**src/rtl/mem_access_unit_if.sv**
```systemverilog
// mem_access_unit_if
//   Bundles every handshake and bus signal of the load/store unit into one
//   interface.
//   slave  : the view used by mem_access_unit.
//   master : the view used by whatever drives requests and provides memory.
//
//   Pipeline request : req_valid, req_ready, req_write, req_func3[2:0],
//                      req_addr[31:0], req_wdata[31:0]
//   Pipeline response: resp_valid, resp_rdata[31:0], misalign_err
//   Memory side      : mem_read, mem_write, mem_func3[2:0], mem_addr[31:0],
//                      mem_wdata[31:0], mem_rdata[31:0] (combinational read data)
interface mem_access_unit_if;
  logic        req_valid;
  logic        req_ready;
  logic        req_write;
  logic [2:0]  req_func3;
  logic [31:0] req_addr;
  logic [31:0] req_wdata;

  logic        resp_valid;
  logic [31:0] resp_rdata;
  logic        misalign_err;

  logic        mem_read;
  logic        mem_write;
  logic [2:0]  mem_func3;
  logic [31:0] mem_addr;
  logic [31:0] mem_wdata;
  logic [31:0] mem_rdata;

  modport slave (
    input  req_valid, req_write, req_func3, req_addr, req_wdata, mem_rdata,
    output req_ready, resp_valid, resp_rdata, misalign_err,
           mem_read, mem_write, mem_func3, mem_addr, mem_wdata
  );

  modport master (
    output req_valid, req_write, req_func3, req_addr, req_wdata, mem_rdata,
    input  req_ready, resp_valid, resp_rdata, misalign_err,
           mem_read, mem_write, mem_func3, mem_addr, mem_wdata
  );
endinterface

```
**src/rtl/mem_access_unit.sv**
```systemverilog
// mem_access_unit
//   RV32I load/store unit sitting between the pipeline and a single-cycle
//   memory. It accepts one request at a time, checks the width code and the
//   alignment, performs the memory access and returns a one-cycle response.
//
//   Ports:
//     clk  - rising-edge clock
//     rst  - synchronous active-high reset
//     bus  - mem_access_unit_if.slave (request, response and memory signals)
//
//   Build option:
//     MISALIGNED_SPLIT_EN - when defined, misaligned halfword/word accesses are
//     broken into consecutive byte accesses. When undefined, a misaligned
//     access completes immediately with misalign_err set and no memory strobe.
module mem_access_unit (
  input  logic              clk,
  input  logic              rst,
  mem_access_unit_if.slave  bus
);

  typedef enum logic [1:0] {IDLE, ACCESS, SPLIT, DONE} state_t;

  state_t      state;

  // Request captured at accept; drives the memory port while busy.
  logic        lat_write;
  logic [2:0]  lat_func3;
  logic [31:0] lat_addr;
  logic [31:0] lat_wdata;

  logic        rd_q;
  logic        wr_q;
  logic        resp_valid_q;
  logic        misalign_q;
  logic [31:0] rdata_q;

  logic        req_legal;
  logic        req_misaligned;

`ifdef MISALIGNED_SPLIT_EN
  logic [1:0]  byte_cnt;
  logic [31:0] split_buf;
  logic [31:0] split_full;
  logic        split_last;

  // Split loads rebuild the value byte by byte, so the extension the memory
  // normally applies has to be done here instead.
  function automatic logic [31:0] extend_load(input logic [2:0] f3,
                                              input logic [31:0] v);
    case (f3)
      3'd1:    extend_load = {{16{v[15]}}, v[15:0]};
      3'd5:    extend_load = {16'd0, v[15:0]};
      default: extend_load = v;
    endcase
  endfunction
`endif

  // Decode the incoming width code: legality depends on direction (stores
  // have no unsigned variants), alignment on the access size.
  always_comb begin
    req_legal = 1'b0;
    case (bus.req_func3)
      3'd0, 3'd1, 3'd2: req_legal = 1'b1;
      3'd4, 3'd5:       req_legal = ~bus.req_write;
      default:          req_legal = 1'b0;
    endcase

    req_misaligned = 1'b0;
    case (bus.req_func3)
      3'd1, 3'd5: req_misaligned = bus.req_addr[0];
      3'd2:       req_misaligned = |bus.req_addr[1:0];
      default:    req_misaligned = 1'b0;
    endcase
  end

`ifdef MISALIGNED_SPLIT_EN
  // Merge the byte arriving this cycle into the partially built result and
  // flag the final byte (2 for halfwords, 4 for words).
  always_comb begin
    split_full = split_buf;
    split_full[{byte_cnt, 3'b000} +: 8] = bus.mem_rdata[7:0];
    split_last = (lat_func3[1:0] == 2'b01) ? (byte_cnt == 2'd1)
                                           : (byte_cnt == 2'd3);
  end
`endif

  // Memory port: strobes are forced low while rst is high so an aborted
  // access never reaches memory, even in the reset cycle itself.
  always_comb begin
    bus.mem_read  = rd_q & ~rst;
    bus.mem_write = wr_q & ~rst;
    bus.mem_func3 = lat_func3;
    bus.mem_addr  = lat_addr;
    bus.mem_wdata = lat_wdata;
`ifdef MISALIGNED_SPLIT_EN
    if (state == SPLIT) begin
      bus.mem_func3 = 3'd0;
      bus.mem_addr  = lat_addr + {30'd0, byte_cnt};
      bus.mem_wdata = {24'd0, lat_wdata[{byte_cnt, 3'b000} +: 8]};
    end
`endif
  end

  assign bus.req_ready    = (state == IDLE) & ~rst;
  assign bus.resp_valid   = resp_valid_q;
  assign bus.resp_rdata   = rdata_q;
  assign bus.misalign_err = misalign_q;

  // Control FSM. Every response and strobe is registered here; DONE is the
  // single cycle in which resp_valid is high.
  always_ff @(posedge clk) begin
    if (rst) begin
      state        <= IDLE;
      lat_write    <= 1'b0;
      lat_func3    <= 3'd0;
      lat_addr     <= 32'd0;
      lat_wdata    <= 32'd0;
      rd_q         <= 1'b0;
      wr_q         <= 1'b0;
      resp_valid_q <= 1'b0;
      misalign_q   <= 1'b0;
      rdata_q      <= 32'd0;
`ifdef MISALIGNED_SPLIT_EN
      byte_cnt     <= 2'd0;
      split_buf    <= 32'd0;
`endif
    end else begin
      case (state)
        IDLE: begin
          resp_valid_q <= 1'b0;
          misalign_q   <= 1'b0;
          if (bus.req_valid) begin
            lat_write <= bus.req_write;
            lat_func3 <= bus.req_func3;
            lat_addr  <= bus.req_addr;
            lat_wdata <= bus.req_wdata;
            if (!req_legal) begin
              state        <= DONE;
              resp_valid_q <= 1'b1;
              rdata_q      <= 32'd0;
            end else if (req_misaligned) begin
`ifdef MISALIGNED_SPLIT_EN
              state     <= SPLIT;
              byte_cnt  <= 2'd0;
              split_buf <= 32'd0;
              rd_q      <= ~bus.req_write;
              wr_q      <= bus.req_write;
`else
              state        <= DONE;
              resp_valid_q <= 1'b1;
              misalign_q   <= 1'b1;
`endif
            end else begin
              state <= ACCESS;
              rd_q  <= ~bus.req_write;
              wr_q  <= bus.req_write;
            end
          end
        end

        ACCESS: begin
          rd_q         <= 1'b0;
          wr_q         <= 1'b0;
          rdata_q      <= lat_write ? 32'd0 : bus.mem_rdata;
          resp_valid_q <= 1'b1;
          state        <= DONE;
        end

        SPLIT: begin
`ifdef MISALIGNED_SPLIT_EN
          split_buf <= split_full;
          if (split_last) begin
            rd_q         <= 1'b0;
            wr_q         <= 1'b0;
            rdata_q      <= lat_write ? 32'd0 : extend_load(lat_func3, split_full);
            resp_valid_q <= 1'b1;
            state        <= DONE;
          end else begin
            byte_cnt <= byte_cnt + 2'd1;
          end
`else
          state <= IDLE;
`endif
        end

        DONE: begin
          resp_valid_q <= 1'b0;
          misalign_q   <= 1'b0;
          state        <= IDLE;
        end

        default: state <= IDLE;
      endcase
    end
  end

endmodule

```
**src/flat_wrapper.sv**
```systemverilog
// flat-port wrapper written by rule: the top's interface ports become plain ports
module mem_access_unit_flat 
  (clk, rst, bus_req_valid, bus_req_write, bus_req_func3, bus_req_addr, bus_req_wdata, bus_mem_rdata, bus_req_ready, bus_resp_valid, bus_resp_rdata, bus_misalign_err, bus_mem_read, bus_mem_write, bus_mem_func3, bus_mem_addr, bus_mem_wdata);
  mem_access_unit_if bus_i ();
  input  logic clk;
  input  logic rst;
  input wire logic [$bits(bus_i.req_valid)-1:0] bus_req_valid;
  input wire logic [$bits(bus_i.req_write)-1:0] bus_req_write;
  input wire logic [$bits(bus_i.req_func3)-1:0] bus_req_func3;
  input wire logic [$bits(bus_i.req_addr)-1:0] bus_req_addr;
  input wire logic [$bits(bus_i.req_wdata)-1:0] bus_req_wdata;
  input wire logic [$bits(bus_i.mem_rdata)-1:0] bus_mem_rdata;
  output wire logic [$bits(bus_i.req_ready)-1:0] bus_req_ready;
  output wire logic [$bits(bus_i.resp_valid)-1:0] bus_resp_valid;
  output wire logic [$bits(bus_i.resp_rdata)-1:0] bus_resp_rdata;
  output wire logic [$bits(bus_i.misalign_err)-1:0] bus_misalign_err;
  output wire logic [$bits(bus_i.mem_read)-1:0] bus_mem_read;
  output wire logic [$bits(bus_i.mem_write)-1:0] bus_mem_write;
  output wire logic [$bits(bus_i.mem_func3)-1:0] bus_mem_func3;
  output wire logic [$bits(bus_i.mem_addr)-1:0] bus_mem_addr;
  output wire logic [$bits(bus_i.mem_wdata)-1:0] bus_mem_wdata;
  assign bus_i.req_valid = bus_req_valid;
  assign bus_i.req_write = bus_req_write;
  assign bus_i.req_func3 = bus_req_func3;
  assign bus_i.req_addr = bus_req_addr;
  assign bus_i.req_wdata = bus_req_wdata;
  assign bus_i.mem_rdata = bus_mem_rdata;
  assign bus_req_ready = bus_i.req_ready;
  assign bus_resp_valid = bus_i.resp_valid;
  assign bus_resp_rdata = bus_i.resp_rdata;
  assign bus_misalign_err = bus_i.misalign_err;
  assign bus_mem_read = bus_i.mem_read;
  assign bus_mem_write = bus_i.mem_write;
  assign bus_mem_func3 = bus_i.mem_func3;
  assign bus_mem_addr = bus_i.mem_addr;
  assign bus_mem_wdata = bus_i.mem_wdata;
  mem_access_unit u_core (.clk(clk), .rst(rst), .bus(bus_i));
endmodule
```
**config.mk**
```make
export PLATFORM = sky130hd
export DESIGN_NAME = mem_access_unit_flat
export DESIGN_NICKNAME = d
export VERILOG_FILES = /design/src/rtl/mem_access_unit_if.sv /design/src/rtl/mem_access_unit.sv /design/src/flat_wrapper.sv
export SDC_FILE = /design/constraint.sdc
export NUM_CORES = 1
export LEC_CHECK = 0
export ABC_CLOCK_PERIOD_IN_PS = 1560
export CAP_MARGIN = 0
export CORE_MARGIN = 10
export CORE_UTILIZATION = 31
export DETAILED_ROUTE_END_ITERATION = 16
export PLACE_DENSITY = 0.77
export SLEW_MARGIN = 0
export SYNTH_ARGS = -nofsm -noshare
export SYNTH_HDL_FRONTEND = slang
export SYNTH_SLANG_ARGS = --single-unit
export TNS_END_PERCENT = 10
```
**constraint.sdc**
```tcl
create_clock -name clk -period 1.56 [get_ports clk]
set_clock_uncertainty 0.05 [all_clocks]
set_input_delay 0.39 -clock clk [delete_from_list [all_inputs] [get_ports clk]]
set_output_delay 0.39 -clock clk [all_outputs]
set_load 0.02 [all_outputs]
```
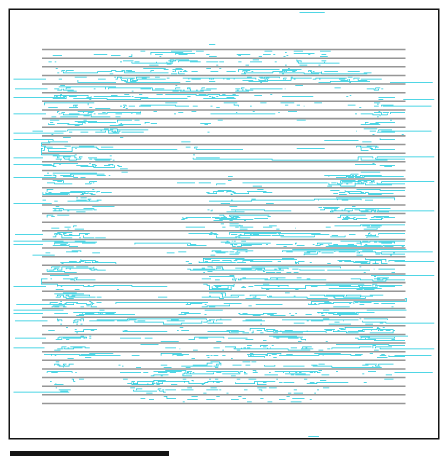
Figure 1: met1 routing.
Bar = 50 µm. Supply wires on this layer in grey.
- share of all routed wire: 39%
- longest straight run: 35.9 µm

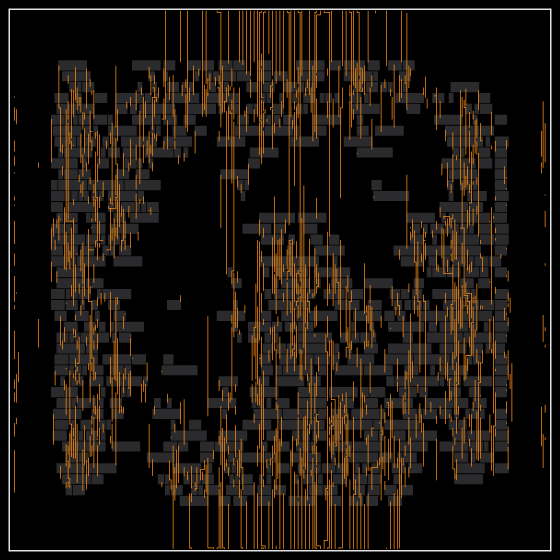
Figure 2: the metal 2 layer.
- nets with wire on the layer: 685
- main direction: vertical
- wire length on this layer: 6,480 µm
- longest straight run: 64.8 µm

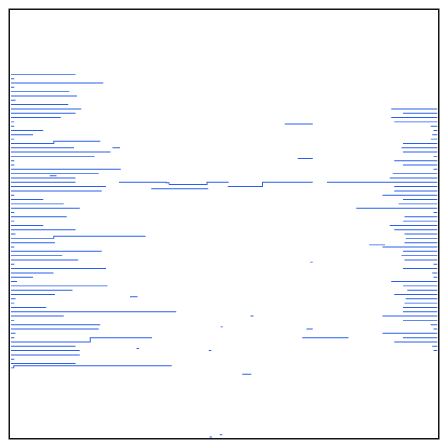
Figure 3: metal 3.
- nets with wire on the layer: 133
- share of all routed wire: 13%
- wire length on this layer: 1,800 µm
- longest straight run: 51.8 µm

==> GITHUB_STEP_SUMMARY <==
## Synthesis and layout report

| Metric | Value |
|---|---|
| Count of library flops with an enable pin | 0 |
| Synthesized Nets | roughly 590 |
| Layout cell share with drive strength beyond 1 | 9.23% |
| Io pins | approximately 210 |
| Post-placement cell count | around 850 |
| GR Util met1 | 15.5% |
| WL per Instance | 15.9 µm |
| #MultiIn Comb | 342 |
| WL final | 13,900 µm |
| Synth top area cells | dfxtp_1 52%, nand2_1 16%, a21oi_1 8.9% |
| CP Capture Point | u_core.bus.resp_rdata[16]$_SDFFE_PP0P_ |
| Yosys cell types | 30 |
| Outcome | complete, but fails checks |
| Hold Crit Start | u_core.bus.mem_addr[27]$_SDFFE_PP0P_ |
| Count of input and output buffers | 206 |
| Area reported by Yosys stat | around 0.0041 mm² |
| Fmax | 611 MHz |
| Routed wl met3 | 1800 µm |
| Fin. Hold Viols | 0 |
| #FFs+latches synth | 106 |
| Post-DP HPWL | around 10,000 µm |
| Commonest cells in the netlist | 172 x nand2_1, 106 x dfxtp_1, 73 x a21oi_1 |
| Met3 usage | 8.38% |
| Pre-Place Util | 32.0% |
| CP Class | input pin to flop |
| Pint | approximately 6 mW |
| DRC errors left | 0 |
| DP Area | 0.00648 mm² |
| Post-Syn Area per Cell | 8.45 µm² |
| Comb area share | a little over a quarter |
| Combinational power share | 38.4% |
| Clock-net power | ~2.2 mW |
| Setup bufs post-CTS | 0 |
| Pwr per Cell Area | 1310 mW/mm² |
| Failing checks | setup timing |
| Clk slew on worst S/H paths | 0.07 ns |
| Yosys simple share | between 20% and 30% |
| Initial antenna violation count | 1 |
| Most instantiated logic cells after routing | 172 x nand2_1, 104 x dfxtp_1, 101 x dlygate4sd2_1 |
| XORs/XNORs by Area | 0% |
| Root Driver | clkbuf_16 |
| Max-slew violations | 0 |
| Yosys top cell by instances | nand2_1 |
| Final setup TNS | -1.20 ns |
| Die Y-Extent | 135 µm |
| Final setup viols | 31 |
| Top cell type's share of synthesized area | 51.9% |
| R2R Setup Slk | -0.07 ns |
| Comb area leader | simple AND/OR/NAND/NOR gates |
| GR Overflow Total | 0 |
| Worst flop-to-flop path endpoint | u_core.bus.resp_rdata[16]$_SDFFE_PP0P_ |
| Synthesis warning total | 0 |
| Seq area share | 31.3% |
| Sink Count | 106 |
| Slew headroom | 70.4% |
| Post-CTS Resized | 117 |
| Sw frac | 33.7% |
| GRT met2 Usage | 23.6% |
| Crit-path max FO | 8 |
| Yosys cell count | 484 |
| Slew @ Worst Pin | 0.444 ns |
| Die W | 135 µm |
| R2R Path Start | u_core.state[1]$_SDFFE_PP0P_ |
| Slowest stage delay, CP | 0.57 ns |
| Mux share | 8.32% |
| Crit path time final | around 1.6 ns |
| Final core occ | 53.1% |
| Seq. pwr | about 3.3 mW |
| Static Leak | slightly below 3 nW |
| CP Launch Type | input pin |
| First-pass GRT wire length | roughly 21,000 µm |
| Dominant class by area | non-clock buffers |
| Setup WS post-layout | -0.0772 ns |
| P_comb | 3.43 mW |
| Yosys adder share | 1.22% |
| TritonCTS Buffers | 9 |
| Hold WS | 0.399 ns |
| Non-clk buf share | 33.8% |
| # Max-Cap Violations | 0 |
| DRT antenna net count | 0 |
| Ordered list of cells on the worst path | clkdlybuf4s50_1 > nand2_4 > o31ai_4 > buf_6 > buf_12 > mux2i_1 |
| Hold-critical path depth | 2 |
| Gr busiest metal | met2 |
| DR WL met2 | 6480 µm |
| Inverters | 3 |
| Hold crit path type | flop to flop |
| Logic area | between 0.0015 and 0.002 mm² |
| GRT Resource Usage Total | between 10% and 20% |
| Register area | between 0.002 and 0.0025 mm² |
| Final GP Congestion | approximately 0.75 |
| Setup slack at placement | -0.515 ns |
| RSZ-0062 raised after global routing | yes |
| Clk_lat worst skew | 0.34 ns |
| 1st-pass router iterations | 4 |
| Synth Instances | 484 |
| Pwr Total | 8.92 mW |
| Dominant flop cell | dfxtp_1 |
| Chip area | 0.0182 mm² |
| Worst VDD drop | about 700 µV |
| Tap cell count | 172 |
| Top sig layer | met4 |
| CTS Hold Bufs | 0 |
| Critical Path RT | about 1.8 ns |
| Layout area overhead | 65.9% |
| Flip-flops | 106 |
| Clock-cell share of area | 4.24% |
| TritonCTS clock tree | built |
| P_sw | 3.01 mW |
| Clock buffer count | 11 |
No activity file was given, so power comes from the tool's default toggle rates.
